[config.mk]
export PLATFORM = sky130hd
export DESIGN_NAME = ps2_event_receiver
export DESIGN_NICKNAME = d
export VERILOG_FILES = /design/src/rtl/ps2_event_receiver.sv
export SDC_FILE = /design/constraint.sdc
export NUM_CORES = 1
export LEC_CHECK = 0
export CAP_MARGIN = 20
export CORE_UTILIZATION = 60
export DETAILED_ROUTE_END_ITERATION = 6
export PLACE_DENSITY = 0.8
export SLEW_MARGIN = 20
export SYNTH_ARGS = -nofsm -noshare
export SYNTH_HDL_FRONTEND = slang
export SYNTH_SLANG_ARGS = --single-unit
[constraint.sdc]
create_clock -name Clk -period 5.3 [get_ports Clk]
set_clock_uncertainty 0.2 [all_clocks]
set_input_delay 1.06 -clock Clk [delete_from_list [all_inputs] [get_ports Clk]]
set_output_delay 1.06 -clock Clk [all_outputs]
set_load 0.01 [all_outputs]
[src/rtl/ps2_event_receiver.sv]
// ps2_event_receiver: filtered PS/2 frame receiver with set-2 make/break decoding and an event FIFO
module ps2_event_receiver #(
    parameter int FIFO_DEPTH      = 8,
    parameter int FILTER_LEN      = 4,
    parameter int TIMEOUT_CYCLES  = 5000,
    parameter bit SUPPRESS_REPEAT = 1'b1
) (
    input  logic                          Clk,
    input  logic                          Reset,
    input  logic                          psClk,
    input  logic                          psData,
    output logic                          ev_valid,
    input  logic                          ev_ready,
    output logic [7:0]                    ev_code,
    output logic                          ev_ext,
    output logic                          ev_break,
    output logic [$clog2(FIFO_DEPTH):0]   fifo_level,
    output logic                          overflow,
    output logic                          frame_err,
    output logic [7:0]                    err_count,
    output logic [7:0]                    keycode,
    output logic                          press
);
    localparam int AW = $clog2(FIFO_DEPTH);
    localparam int FW = $clog2(FILTER_LEN + 1);
    localparam int WW = $clog2(TIMEOUT_CYCLES + 1);

    typedef enum logic {IDLE, SHIFT} state_t;

    // index 0 is the clock line, index 1 the data line
    logic [1:0]    s1_q, s2_q, filt_q;
    logic [FW-1:0] fcnt_q [2];
    logic          clk_prev_q;
    logic          fall, din;

    state_t        state_q, state_d;
    logic [3:0]    bit_cnt_q, bit_cnt_d;
    logic [8:0]    sh_q, sh_d;
    logic [WW-1:0] wd_q, wd_d;
    logic          strobe_q, strobe_d, err_q, err_d;
    logic [7:0]    byte_q, byte_d;

    logic          ext_pend_q, brk_pend_q, held_ext_q, press_q;
    logic [7:0]    keycode_q, err_cnt_q;
    logic          is_disc, ev_en, same_key, drop, push;

    logic [9:0]    mem [FIFO_DEPTH];
    logic [AW-1:0] wptr_q, rptr_q;
    logic [AW:0]   cnt_q;
    logic          ovf_q, full, pop, wr;
    logic [9:0]    head;

    // two-flop synchroniser followed by a run-length glitch filter per line
    always_ff @(posedge Clk) begin
        if (Reset) begin
            s1_q       <= 2'b11;
            s2_q       <= 2'b11;
            filt_q     <= 2'b11;
            clk_prev_q <= 1'b1;
            for (int i = 0; i < 2; i++) fcnt_q[i] <= '0;
        end else begin
            s1_q       <= {psData, psClk};
            s2_q       <= s1_q;
            clk_prev_q <= filt_q[0];
            for (int i = 0; i < 2; i++) begin
                if (s2_q[i] == filt_q[i]) begin
                    fcnt_q[i] <= '0;
                end else if (fcnt_q[i] == FW'(FILTER_LEN - 1)) begin
                    filt_q[i] <= s2_q[i];
                    fcnt_q[i] <= '0;
                end else begin
                    fcnt_q[i] <= fcnt_q[i] + 1'b1;
                end
            end
        end
    end

    assign fall = clk_prev_q & ~filt_q[0];
    assign din  = filt_q[1];

    // frame FSM state register
    always_ff @(posedge Clk) begin
        if (Reset) begin
            state_q   <= IDLE;
            bit_cnt_q <= '0;
            sh_q      <= '0;
            wd_q      <= '0;
            strobe_q  <= 1'b0;
            err_q     <= 1'b0;
            byte_q    <= '0;
        end else begin
            state_q   <= state_d;
            bit_cnt_q <= bit_cnt_d;
            sh_q      <= sh_d;
            wd_q      <= wd_d;
            strobe_q  <= strobe_d;
            err_q     <= err_d;
            byte_q    <= byte_d;
        end
    end

    // frame FSM: start detect, bit shifting, parity/stop check and watchdog
    always_comb begin
        state_d   = state_q;
        bit_cnt_d = bit_cnt_q;
        sh_d      = sh_q;
        wd_d      = wd_q;
        strobe_d  = 1'b0;
        err_d     = 1'b0;
        byte_d    = byte_q;
        case (state_q)
            IDLE: begin
                if (fall && !din) begin
                    state_d   = SHIFT;
                    bit_cnt_d = '0;
                    wd_d      = '0;
                end
            end
            SHIFT: begin
                if (fall) begin
                    wd_d = '0;
                    if (bit_cnt_q == 4'd9) begin
                        strobe_d = (^sh_q) & din;
                        err_d    = ~((^sh_q) & din);
                        byte_d   = sh_q[7:0];
                        state_d  = IDLE;
                    end else begin
                        sh_d      = {din, sh_q[8:1]};
                        bit_cnt_d = bit_cnt_q + 1'b1;
                    end
                end else if (wd_q == WW'(TIMEOUT_CYCLES - 1)) begin
                    err_d   = 1'b1;
                    state_d = IDLE;
                end else begin
                    wd_d = wd_q + 1'b1;
                end
            end
            default: state_d = IDLE;
        endcase
    end

    assign is_disc  = byte_q inside {8'h00, 8'hAA, 8'hEE, 8'hFA, 8'hFC, 8'hFD, 8'hFE, 8'hFF};
    assign ev_en    = strobe_q && !(byte_q inside {8'hE0, 8'hF0, 8'hE1}) && !is_disc;
    assign same_key = {held_ext_q, keycode_q} == {ext_pend_q, byte_q};
    assign drop     = SUPPRESS_REPEAT && !brk_pend_q && press_q && same_key;
    assign push     = ev_en && !drop;

    // prefix tracking and held-key state for the legacy keycode/press outputs
    always_ff @(posedge Clk) begin
        if (Reset) begin
            ext_pend_q <= 1'b0;
            brk_pend_q <= 1'b0;
            held_ext_q <= 1'b0;
            press_q    <= 1'b0;
            keycode_q  <= '0;
        end else if (strobe_q) begin
            if (byte_q == 8'hE0) begin
                ext_pend_q <= 1'b1;
            end else if (byte_q == 8'hF0) begin
                brk_pend_q <= 1'b1;
            end else if (byte_q != 8'hE1) begin
                ext_pend_q <= 1'b0;
                brk_pend_q <= 1'b0;
            end
            if (ev_en && !brk_pend_q && !drop) begin
                keycode_q  <= byte_q;
                held_ext_q <= ext_pend_q;
                press_q    <= 1'b1;
            end
            if (ev_en && brk_pend_q && same_key) press_q <= 1'b0;
        end
    end

    assign full = cnt_q == (AW+1)'(FIFO_DEPTH);
    assign pop  = ev_valid && ev_ready;
    assign wr   = push && (!full || pop);

    // FIFO storage; contents need no reset because the level gates visibility
    always_ff @(posedge Clk) begin
        if (wr) mem[wptr_q] <= {ext_pend_q, brk_pend_q, byte_q};
    end

    // FIFO pointers, level and sticky overflow
    always_ff @(posedge Clk) begin
        if (Reset) begin
            wptr_q <= '0;
            rptr_q <= '0;
            cnt_q  <= '0;
            ovf_q  <= 1'b0;
        end else begin
            if (wr) wptr_q <= wptr_q + 1'b1;
            if (pop) rptr_q <= rptr_q + 1'b1;
            cnt_q <= cnt_q + (AW+1)'(wr) - (AW+1)'(pop);
            if (push && full && !pop) ovf_q <= 1'b1;
        end
    end

    // saturating frame error counter
    always_ff @(posedge Clk) begin
        if (Reset) err_cnt_q <= '0;
        else if (err_q && err_cnt_q != 8'hFF) err_cnt_q <= err_cnt_q + 1'b1;
    end

    assign head       = mem[rptr_q];
    assign ev_valid   = cnt_q != '0;
    assign ev_code    = ev_valid ? head[7:0] : 8'h00;
    assign ev_break   = ev_valid ? head[8] : 1'b0;
    assign ev_ext     = ev_valid ? head[9] : 1'b0;
    assign fifo_level = cnt_q;
    assign overflow   = ovf_q;
    assign frame_err  = err_q;
    assign err_count  = err_cnt_q;
    assign keycode    = keycode_q;
    assign press      = press_q;
endmodule

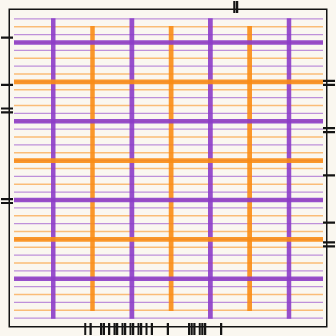
Fig. 1. Floorplan with the power grid (run 1).
Pins as bars on the die edge.
[orange] VDD
[purple] VSS
met1 rails: 39
met5 straps: 7
signal pins: 39
rows: 38
met4 straps: 7

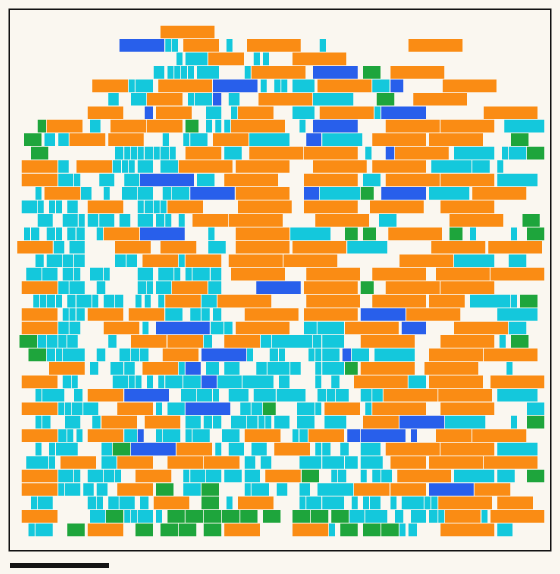
Fig. 2. Placed cells, one color a class (run 1).
The bar under the picture is 20 um long.
[orange] flops | cells: 164 | share of their area: 53%
[blue] clock drivers and dummy loads | cells: 32 | share of their area: 7.4%
[cyan] all other logic | cells: 368 | share of their area: 34%
[green] other buffers and delay cells | cells: 46 | share of their area: 5.6%

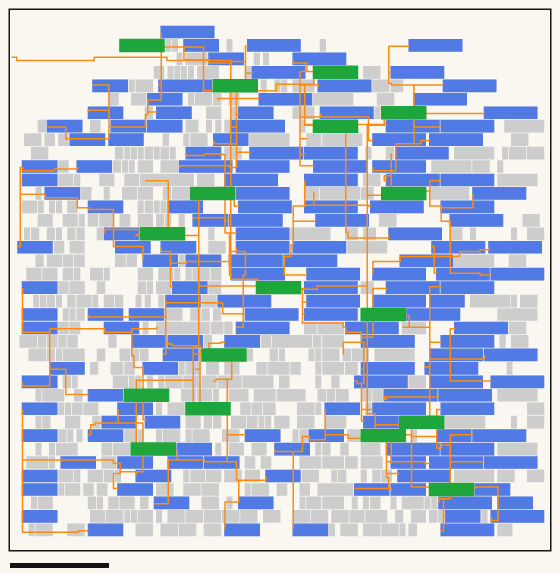
Fig. 3. Routed clock nets over the placement (run 1).
The bar under the picture is 20 um long.
[green] cells driving clock nets | count: 17
[blue] flip-flops | count: 164
[orange] clock wires | length: 1720 um
routed clock nets: 18

run 1: critical path: cells and delay by family, from the launching register on:
kind	cells	cell delay, ns
mux	2	0.71
simple gates	1	0.06
buf+inv	2	0.88
flops	1	0.73
run 1: routing by layer:
metal  up-vias  GRT usage
li1       2080          -
met1      2171      0.291
met2        87      0.469
met3        13     0.0448
met4         0     0.0869
met5         -          0
run 1: flip-flops by register name, indices dropped and copies added (netlist names), 6 cells and up, named ones only:
| signal | count |
|---|---|
| mem | 80 |
| wd_q | 13 |
| sh_q | 9 |
| byte_q | 8 |
| err_count | 8 |
| keycode | 8 |
| fcnt_q | 6 |
==> run notes, run 1 <==
The flow run is done. Fraction of power consumed by sequential logic landed at 0.448. The report lists the cells along the critical path as buf_4 -> mux4_2 -> mux2i_1 -> nor2_1 -> clkdlybuf4s50_1. The worst setup path is launched from a flip-flop. In the layout the commonest cells are sky130_fd_sc_hd__edfxtp_1, sky130_fd_sc_hd__dfxtp_1, sky130_fd_sc_hd__nor2_1. Worst stage delay on the critical path landed at 0.73 ns. Number of hold buffers added after cts landed at 0.

The floorplan step defined a core boundary enclosing 11000 um^2. At the placement stage, the worst setup path has a slack of 1.66 ns. Sequential cell area landed at 4140 um^2.

The repair_antennas step left the layout with diodes totalling 0. Cell resize tally after clock tree synthesis landed at 0. The flow ran to the end, and the final reports show no timing, DRC or antenna violations.

The worst hold path terminates at s2_q[0]. Yosys shows that the main logic family after synthesis is simple AND/OR/NAND/NOR gates. The script computed the net switching share of total power as 0.248.

Number of DRC violations after detailed routing landed at 0. According to the cell report, the number of logic gates is 354. TritonCTS built the clock tree. Clock-pin slew was measured on the worst setup and hold paths at 0.06 ns. The share of total power dissipated in combinational logic is 0.173. Die span in x landed at 109 um.

Of the total standard cell area in the layout, the sequential portion is 0.517. Total number of nets in the final design landed at 618. No sink is reached through more buffers than the 2 on the longest clock path. Setup repair after global routing left no endpoint under its margin. The synthesis report names the predominant flop master as sky130_fd_sc_hd__edfxtp_1. Power drawn by the combinational cells landed at 544 uW. The portion of synthesized area spent on multiplexers is 0.111. Once detail routing completed, the nets flagged for antenna violations numbered 0. The layout report lists the clock-cell share of area as 0.0720.

Proportion of netlist area held by the largest area contributor landed at 0.375. Count of boundary I/O pins landed at 39. Worst voltage drop across the vdd grid landed at 0.290 mV. Count of cells along the worst register-to-register path landed at 7.
==> run 2, diff against run 1 <==
CORE_UTILIZATION = 53   (was 60)
PLACE_DENSITY = 0.75   (was 0.8)
clock period = 3.66 ns   (was 5.3 ns; I/O delays follow)
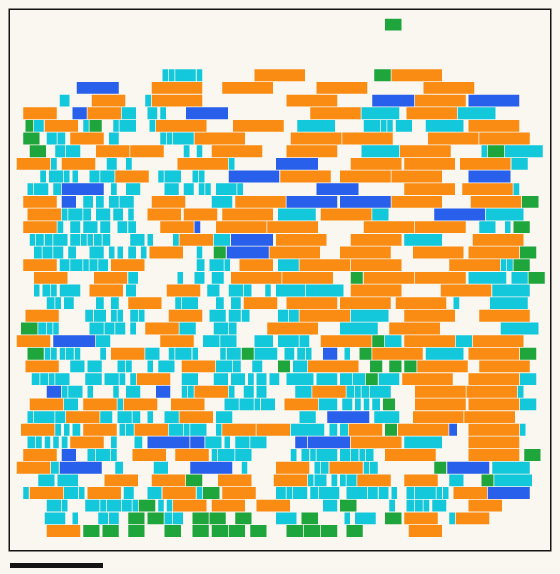
Fig. 4. Placed cells, one color a class (run 2).
The bar under the picture is 20 um long.
[blue] clock drivers and dummy loads | cells: 32 | share of their area: 8.2%
[green] other buffers and delay cells | cells: 53 | share of their area: 6.1%
[orange] flops | cells: 164 | share of their area: 52%
[cyan] all other logic | cells: 368 | share of their area: 34%

==> run 2 against run 1 <==
Compared with the run above:
- hold slack improved by 0.0021 ns
- non-clock buffer count rose by 7
- critical path type unchanged
- worst setup slack got worse by 0.97 ns
- combinational power up 55%
- global-route usage fell by 3.1 points
- critical endpoint is now ev_code[4]
- largest power group unchanged
- synthesized cell count is the same
- register-to-register slack got worse by 1.5 ns
==> run notes, run 2 <==
The flow run is done. The flow ran to the end, and the final reports show no timing, DRC or antenna violations. TritonCTS built the clock tree. Ranking logic cells in the layout by count gives the top entries sky130_fd_sc_hd__edfxtp_1, sky130_fd_sc_hd__dfxtp_1, sky130_fd_sc_hd__nor2_1.

Timing analysis after detailed placement gives a worst setup slack of 0.480 ns. Placeable core area landed at 12700 um^2. Number of hold buffers added after cts landed at 0. Broken down by cell family, the worst path's largest delay share belongs to buffers and inverters. Count of boundary I/O pins landed at 39. Of the total power, registers draw 0.417. For this run, global-route usage on met2 was measured as 0.390.

The final antenna diode tally reported by the flow is 0. Sequential cell area landed at 4140 um^2. On the reported timing paths, the clock transition at the registers reads 0.06 ns. The horizontal die dimension reported for this design is 116 um. Routing resource usage on met3 recorded by global route was 0.0633. Flip-flop count of the largest register, all copies and words added landed at 80. Buffers plus inverters on the worst setup path landed at 2. The worst register-to-register path depth is 9. After global routing, the most crowded layer is met2.

TritonRoute reported its final design rule violation total as 0.
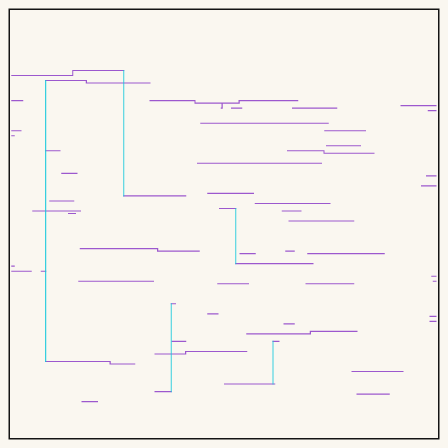
Fig. 5. Wiring by layer (run 2).
Two of the layers only.
[purple] met3 | wire length: 632 um
[cyan] met4 | wire length: 161 um

[run 2: cell counts after synthesis]
No cell type changed its count.
[run 2: cells by family (layout without fill, tap and decap cells)]
group / count (synthesis) / in the layout / synth area share
compound gates: 41 / 41 / 0.0374
xor+xnor: 40 / 40 / 0.0508
fa+ha+maj: 17 / 17 / 0.0318
buf+inv: 39 / 99 / 0.0243
flops: 164 / 164 / 0.601
mux: 51 / 51 / 0.111
other cells: 1 / 6 / 0.000544
simple gates: 199 / 199 / 0.143
[run 2: final cells by class]
cell class              instances  share of cell area
inverters                      14             0.00643
multi-input cells             354               0.320
repair buffers                 53              0.0597
clock inverters                15              0.0279
well taps                     172              0.0263
flip-flops and latches        164               0.507
clock buffers                  17              0.0521
==> run 3, diff against run 2 <==
SKIP_LAST_GASP = 1   (was unset)
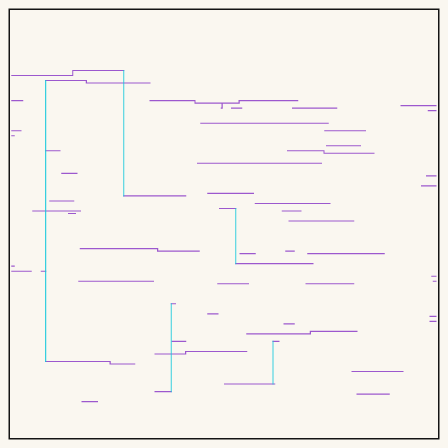
Fig. 6. Wiring by layer (run 3).
Two of the layers only.
[purple] met3 | wire length: 632 um
[cyan] met4 | wire length: 161 um

==> run 3 against run 2 <==
Compared with the run above:
- sequential share of layout area did not move
- critical path depth stayed put
- synthesized area did not move
- clock power hardly changed
- flip-flop count did not move
- core utilization is the same
- fmax is the same
- power unchanged
- synthesized cell count did not move
- sequential power about the same
- non-clock buffer count did not move
- critical endpoint unchanged
- largest cell class unchanged
==> run notes, run 3 <==
The flow run is done. Per the layout report, the design carries 14 non-clock inverters. Per the final report, the share of cell area in clock cells is 0.0800. In the final layout, flip-flops and latches occupy 4140 um^2. Walking the critical path from launch to capture passes 5 cell instances. The worst hold path terminates at s2_q[1]. Setup repair after global routing left no endpoint under its margin. Number of DRC violations after detailed routing landed at 0. The registers reported with the highest flop counts are mem: 80 flops, wd_q: 13 flops, sh_q: 9 flops. The cell sequence reported for the critical path is buf_4 -> mux4_2 -> mux2i_1 -> nor2_1 -> clkdlybuf4s50_1. Count of plain and timing-repair buffers landed at 53. Met3 track demand over resource in global routing landed at 0.0633.

Cell resize tally after clock tree synthesis landed at 0. Global routing usage on met2 landed at 0.390. Multi-input gate count landed at 354.

Global route summary, busiest routing layer listed as met2. Buffers plus inverters on the worst setup path landed at 2. The region available for standard cell placement spans 12700 um^2. For the worst flop-to-flop path, the logic depth is 9.

TritonCTS built the clock tree. The largest register by flop count is mem. Non-clock buffer share of cell area landed at 0.0597. By area, sequential cells come first. Sequential cell count landed at 164.

Share of cell area taken by multi-input logic gates landed at 0.320. Number of nets still failing antenna checks after routing landed at 0. The flow ran to the end, and the final reports show no timing, DRC or antenna violations. Timing analysis after detailed placement gives a worst setup slack of 0.480 ns.

The register with the most flip-flops in the layout has 80 of them. In this run the horizontal extent of the chip is 116 um. STA classifies the critical path startpoint as a flip-flop. Net switching fraction of the power landed at 0.242. Global routing usage on met1 landed at 0.259.

Per STA, the highest per-stage delay on the worst path measures 0.57 ns. Across the VDD grid, the largest voltage drop is 0.402 mV. Inserted tap cell count landed at 172.
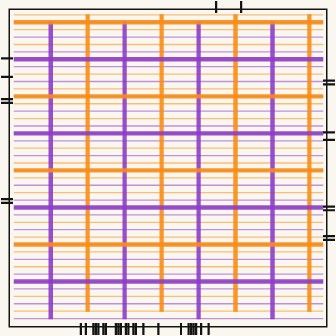
Fig. 7. Floorplan with the power grid (run 3).
Pins as bars on the die edge.
[purple] VSS
[orange] VDD
met4 straps: 8
met1 rails: 42

==> run 3: power by group through the flow <==
stage / clock network [mW] / logic (mW) / registers (mW)
2_1_floorplan: 0 / 0.532 / 2.03
3_5_place_dp: 0 / 0.855 / 2.03
6_report: 1.94 / 0.842 / 1.99
5_1_grt: 2.04 / 0.931 / 1.99
4_1_cts: 1.98 / 0.861 / 1.99
3_3_place_gp: 0 / 0.838 / 2.03
==> run 3: cell families after synthesis <==
kind of cell / count (synthesis) / synth area share
buf+inv: 39 / 0.0243
fa+ha+maj: 17 / 0.0318
xor+xnor: 40 / 0.0508
flops: 164 / 0.601
other cells: 1 / 0.000544
simple gates: 199 / 0.143
compound gates: 41 / 0.0374
mux: 51 / 0.111

==> layout pictures side by side <==
Clock routing.
picture 1
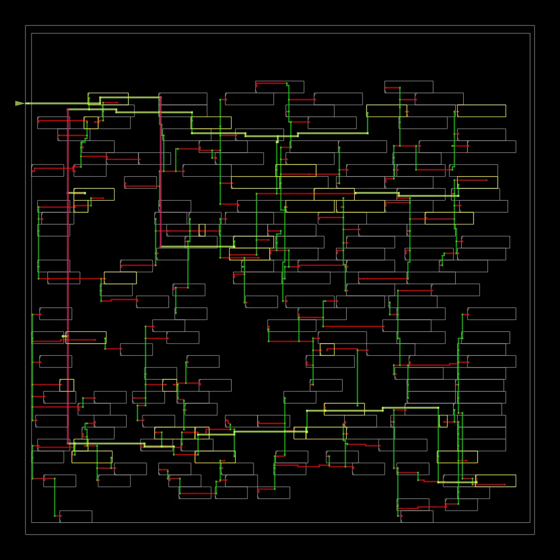
picture 2
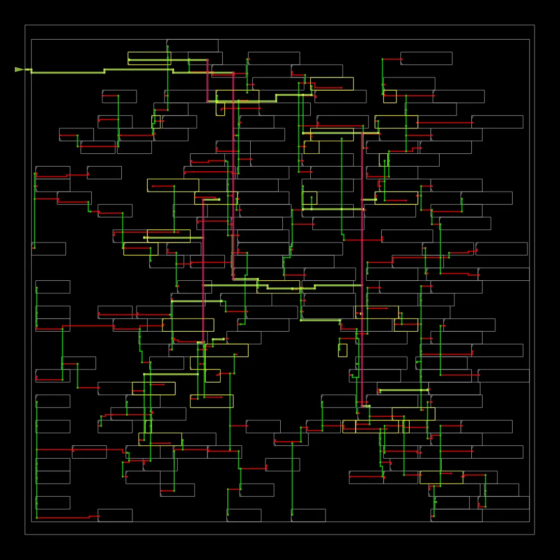
Picture 2 is run 1.
Picture 1 is run 2.

Power and IR drop assume default switching activity.
